==> run_1/pinout.png <==
Scale bar: 100 um. Pins as bars across the die edge, other pins in gray.
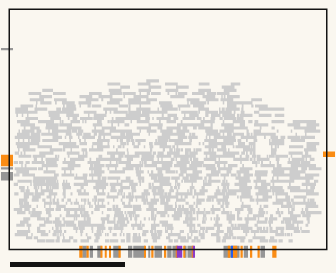
==> run_1/gates.png <==
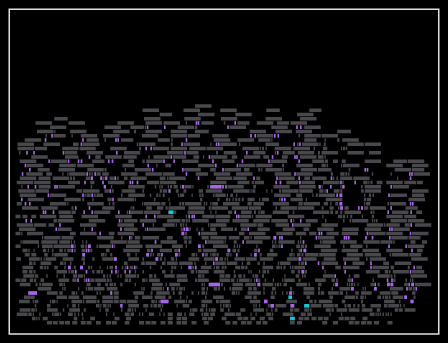
==> run_1/port_trees.png <==
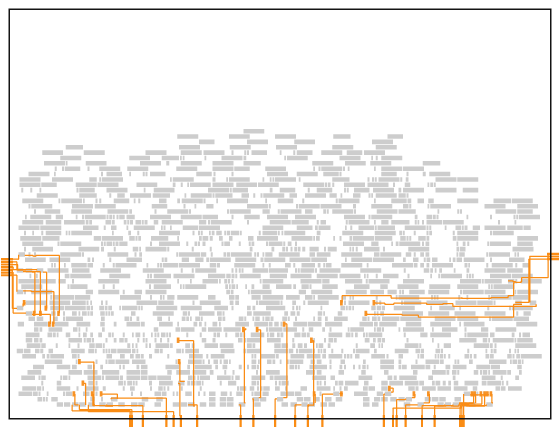
==> run_1/route_heat.png <==
27 x 21 tiles, from white (low) to dark blue (high), scaled to the fullest tile. Values are wire area over tile area, all layers added.
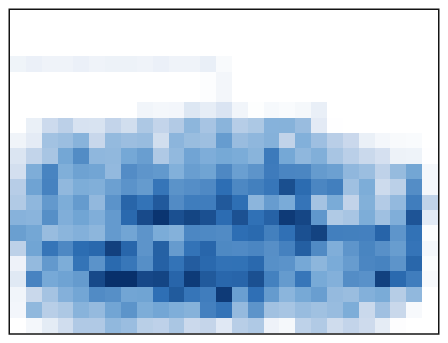
Design csr_rmw_unit_flat, sky130hd; sources not shown.
==> results.cfg, run 1 <==
; flow metrics
[drt]
drc_errors = 0
antenna_left = 0
first_pass_iters = 5
wl_met2_um = 20680
met1_length_um = 23670

[finish]
buffer_area_frac = 0.08093
nNetsFinal = 1622
sh_seq_area = 0.4968
flop-count = 355
final_core_util = 0.3661
num-nonclk-inverters = 37
syn2layout_area_growth_pct = 20.43
final_area_um2 = 19460
clkCellAreaFrac = 0.05554
n_clock_buffer = 50
layout_top_cells = edfxtp_1, nand2_1, nor2_1
insertedDiodeCount = 0
drive_above_1_share = 0.1303
signal_buffers = 203
largest_class = flip-flops and latches
logic_gates = 928

[synthesis]
compound_area_frac = 0.08168
top_cell_area_share = 0.4757
top_cells_by_count = edfxtp_1, nand2_1, nor2_1, dfxtp_1, clkbuf_1
avgSynthCellArea_um2 = 11.67
synthFlopType = edfxtp_1
ys_cells = 1385
synth-xor-area-share = 0.01734
top_area_cell = edfxtp_1
yosysSeqAreaShare = 0.5983

[floorplan]
core_area_um2 = 53160
die_area_um2 = 56720
num_rows = 73
initial_core_util = 0.3040

[grt]
met1_usage = 0.2637
grt_overflow_total = 0
antenna_found_initial = 0
grt_max_degree = 25
busiest_layer = met1
grt_pass1_vias = 11490
grt_use_met3 = 0.02849

[worst_setup_path]
cp_common_cell = nand2_1
critPathLaunchType = flop
crit_chain = nor4b_2 -> nand4_2 -> buf_2 -> a31oi_2 -> nor2b_1 -> nand2_1 -> nand2_1 -> clkbuf_1 -> mux2_2
critical_path_class = flop to flop
cp_top_family = simple AND/OR/NAND/NOR gates
worstPathMaxFanout = 10
critical-path-max-stage-delay_ns = 0.56
cp.arrival_ns = 4.08
crit_slowest_cell = clkbuf_1
required_ns = 4.20

[place]
place.detailed.hpwl_um = 35350
dpl_cell_area_um2 = 18340
dpl.cell_count = 2235
dp_slack_ns = -0.1772
gp_congestion = 0.7992

[timing]
layout_min_cycle_time_ns = 3.800
relSlewSlack = 0.3809
final.setup.tns_ns = 0
finClkSkew_ns = 0.01495
slew_viol_final = 0
max_freq_ghz = 0.2631
setup_viol = 0
hold_viol_final = 0
finalClockPeriodUsage = 0.9695
rsz0062_at_grt = no

[clock_tree]
clockRootBuffer = clkbuf_16
clk_latency_ns = 0.53
cts_made_buffers = 35
cts.clk_slew.worst_paths_ns = 0.07
cts_tree = yes
clock_path_buffers = 3
cts.sinks = 355

[pwr]
power.share.sequential = 0.502
power_density_nw_per_um2 = 442.5
p_sw_uw = 2144
clkPwrFrac = 0.377
maxPowerGroup = sequential cells
combPwrFrac = 0.121
internal_power_uw = 6469
ir_drop_v = 0.0003194
seq-power_uw = 4330
powerComb_uw = 1040
p_leak_uw = 0.006810
finalPower_uw = 8613

[job]
warning_count = 26
max-cap-violations = 0

[run_status]
status = completed

[hold_path]
min_path_cells = 3
hold_path.class = input pin to flop
## Picture notes: pinout.png
[bus_out_rd] purple | pins: 5 | direction: output | edge: bottom
[bus_in_rs1_value] orange | pins: 32 | direction: input | edge: 22 bottom, 7 left, 3 right
[bus_out_ready] blue | pins: 1 | direction: input | edge: bottom
all pins by edge: 85 bottom, 14 left, 3 right
Die Height: 207.0 um
die span in x: 274.0 um
Port-buffer cells: 100

## Picture notes: gates.png
[non-inverting ao/oa cells] cyan | cells: 4 | most used: o211a_1
[nor cells] purple | cells: 265 | most used: nor2_1
Comb/total area: 0.3138
Non-Filler Instances: 2293
Commonest Layout Cell: edfxtp_1

## Picture notes: port_trees.png
[bus_in_rs1_value] orange | bits: 32 | direction: input | edge: 22 bottom, 7 left, 3 right | end cells: 32 | buffers: 32 | wire: 1450 um
IO Pins: 102

## Picture notes: route_heat.png
nearly empty tiles: 32%
tiles over half the peak: 33%
emptiest ninth of the die: top right
fullest tile: 0.42
overall routing resource usage: 0.1699
drt wl/cell: 21.22 um
final wirelength: 48660 um
via count: 11560

==> run_1/clock_nets.png <==
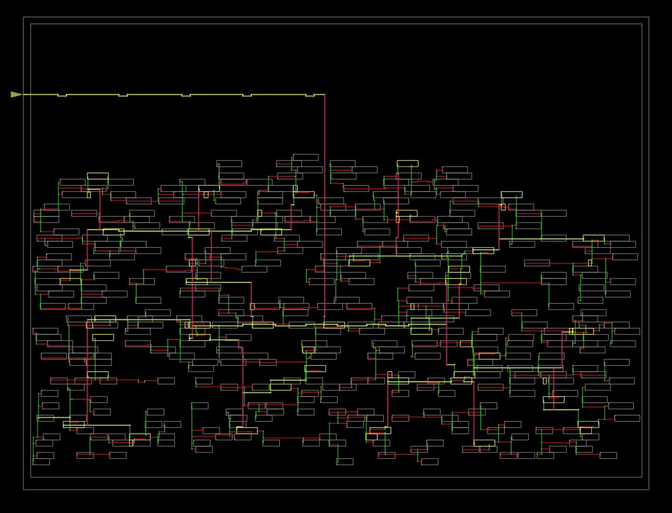

==> inputs of run 2 (changes only) <==
Settings changed: SETUP_SLACK_MARGIN from default to 0.05, SLEW_MARGIN 15 to 25.
==> run_2/clock_nets.png <==
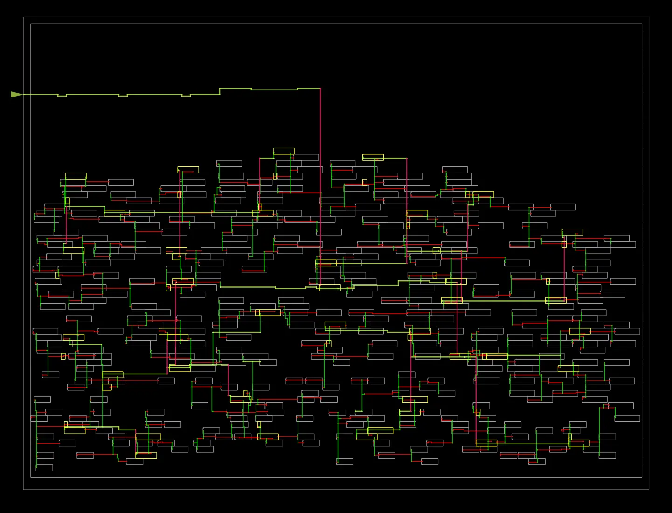
Inserted Clock Buffers: 36
clk pwr: 3420 uW
Clock Sinks: 355

==> run 2 against run 1 <==
  * Sequential share of layout area is essentially flat
  * Critical path depth is the same
  * Utilization is essentially flat
  * Die size is the same
  * Setup slack gained 0.060 ns
  * Clock skew grew 0.0074 ns
  * Synthesized cell count is the same
  * Wire length is essentially flat
  * Via count grew 0.55%
  * Sequential power is essentially flat
  * Design area is essentially flat
  * Maximum frequency grew 1.6%
  * Largest cell class unchanged
  * Highest routed layer unchanged
==> results.cfg, run 2 <==
; flow metrics
[run_status]
status = completed

[grt]
met1_usage = 0.2644
grt_pass1_vias = 11560
grt_util_met2 = 0.2471
grt_max_degree = 33
busiest_layer = met1
grt_util_all_layers = 0.1698
grt_overflow_total = 0
grt_pass1_wl_um = 72490
antenna_found_initial = 0
grt_use_met3 = 0.02988

[worst_setup_path]
required_ns = 4.15
cp-end-kind = flop
worstPathMaxFanout = 18
cp_top_family = simple AND/OR/NAND/NOR gates
reg2reg_depth = 9
critical-path-max-stage-delay_ns = 0.50
crit_chain = nor4bb_2 -> nand4_2 -> buf_2 -> a31oi_2 -> nor2b_1 -> nand3b_1 -> clkbuf_2 -> nand2_8 -> buf_16
critical_path_class = flop to flop
critPathLaunchType = flop
cp_num_buf_inv = 3
crit_slowest_cell = nor4bb_2
cp.arrival_ns = 3.97
regToRegSetupSlack_ns = 0.18
cp.depth = 9

[finish]
buffer_area_frac = 0.07592
nFillCells = 5250
syn2layout_area_growth_pct = 20.52
layout_top_cells = edfxtp_1, nand2_1, nor2_1
insertedDiodeCount = 0
sh_seq_area = 0.4964
nNetsFinal = 1618
largest_reg_flops = 256
final_core_util = 0.3664
logic_area_um2 = 6158
drive_above_1_share = 0.1320
final_area_um2 = 19480
n_clock_buffer = 42
final_common_cell = edfxtp_1
flop-count = 355
largest_class = flip-flops and latches
clkCellAreaFrac = 0.05865
num-nonclk-inverters = 37
logic_gates = 928
signal_buffers = 198
regArea_um2 = 9669

[synthesis]
ys_cells = 1385
avgSynthCellArea_um2 = 11.67
syn_inst = 1385
synth-xor-area-share = 0.01734
synth_cell_type_count = 50
ys_top_logic_family = simple AND/OR/NAND/NOR gates
top_cell_area_share = 0.4757
mux_share = 0.1155
yosys_area_um2 = 16160
synth.most_common_cell = edfxtp_1
synth_area_um2 = 16160
synth.area.top_cells = edfxtp_1, dfxtp_1, mux4_2, nand2_1, nor2_1
ys_sh_adder = 0.0007742
yosysSeqAreaShare = 0.5983
synthFlopType = edfxtp_1
compound_area_frac = 0.08168
ys_ff = 355
yosysWarnings = 6
async_reset_ff_frac = 0
synth-edff-count = 256
top_area_cell = edfxtp_1
top_cells_by_count = edfxtp_1, nand2_1, nor2_1, dfxtp_1, clkbuf_1
synthSimpleGateAreaFrac = 0.1521

[place]
gp_congestion = 0.7992
io_buffer_count = 100
dpl_cell_area_um2 = 18270
dp_slack_ns = -0.3574
place.detailed.hpwl_um = 34370
dpl.cell_count = 2230

[timing]
max_freq_ghz = 0.2674
hold_slack_ns = 0.3710
rsz0062_at_grt = no
layout_min_cycle_time_ns = 3.740
finClkSkew_ns = 0.02239
finalClockPeriodUsage = 0.9541
hold_viol_final = 0
final.setup.tns_ns = 0
setup_viol = 0
worst_pin_slew_ns = 0.9185
fin_ws_ns = 0.1801
relSlewSlack = 0.3877
slew_viol_final = 0

[pwr]
sw_frac_of_total = 0.2524
combPwrFrac = 0.117
p_sw_uw = 2213
p_leak_uw = 0.006819
maxPowerGroup = sequential cells
seq-power_uw = 4320
ir_drop_v = 0.0003128
power_density_nw_per_um2 = 450.2
powerComb_uw = 1030
clkPwrFrac = 0.390
finalPower_uw = 8769
internal_power_uw = 6556
power.share.sequential = 0.493

[hold_path]
min_path_cells = 3
hold_path.class = input pin to flop

[floorplan]
io_pins = 102
num_rows = 73
die_y_um = 207.0
initial_core_util = 0.3040
die_x_um = 274.0
die_area_um2 = 56720
core_area_um2 = 53160
tapCellCount = 712

[clock_tree]
cts_hold_buf = 0
htreeDepth = 2
cts_setup_buffers = 0
clock_path_buffers = 3
clockRootBuffer = clkbuf_16
cts.clk_slew.worst_paths_ns = 0.06
cts_tree = yes
cts_resized = 8
clk_latency_ns = 0.54

[drt]
wl_met3_um = 3378
routedWlPerCell_um = 21.20
first_pass_iters = 5
wl_met2_um = 20930
vias = 11630
vias_per_cell = 5.067
wl_um = 48650
drc_errors = 0
antenna_left = 0
met1_length_um = 23630
drt_first_iter_violations = 1073
top_layer = met4

[job]
warning_count = 26
max-cap-violations = 0
==> run_2/gates.png <==
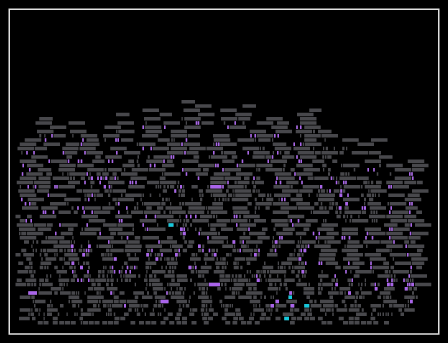
[non-inverting ao/oa cells] cyan | cells: 4 | most used: o211a_1
[nor cells] purple | cells: 265 | most used: nor2_1
Comb/total area: 0.3162
Non-Filler Instances: 2295

Power and IR drop assume default switching activity.
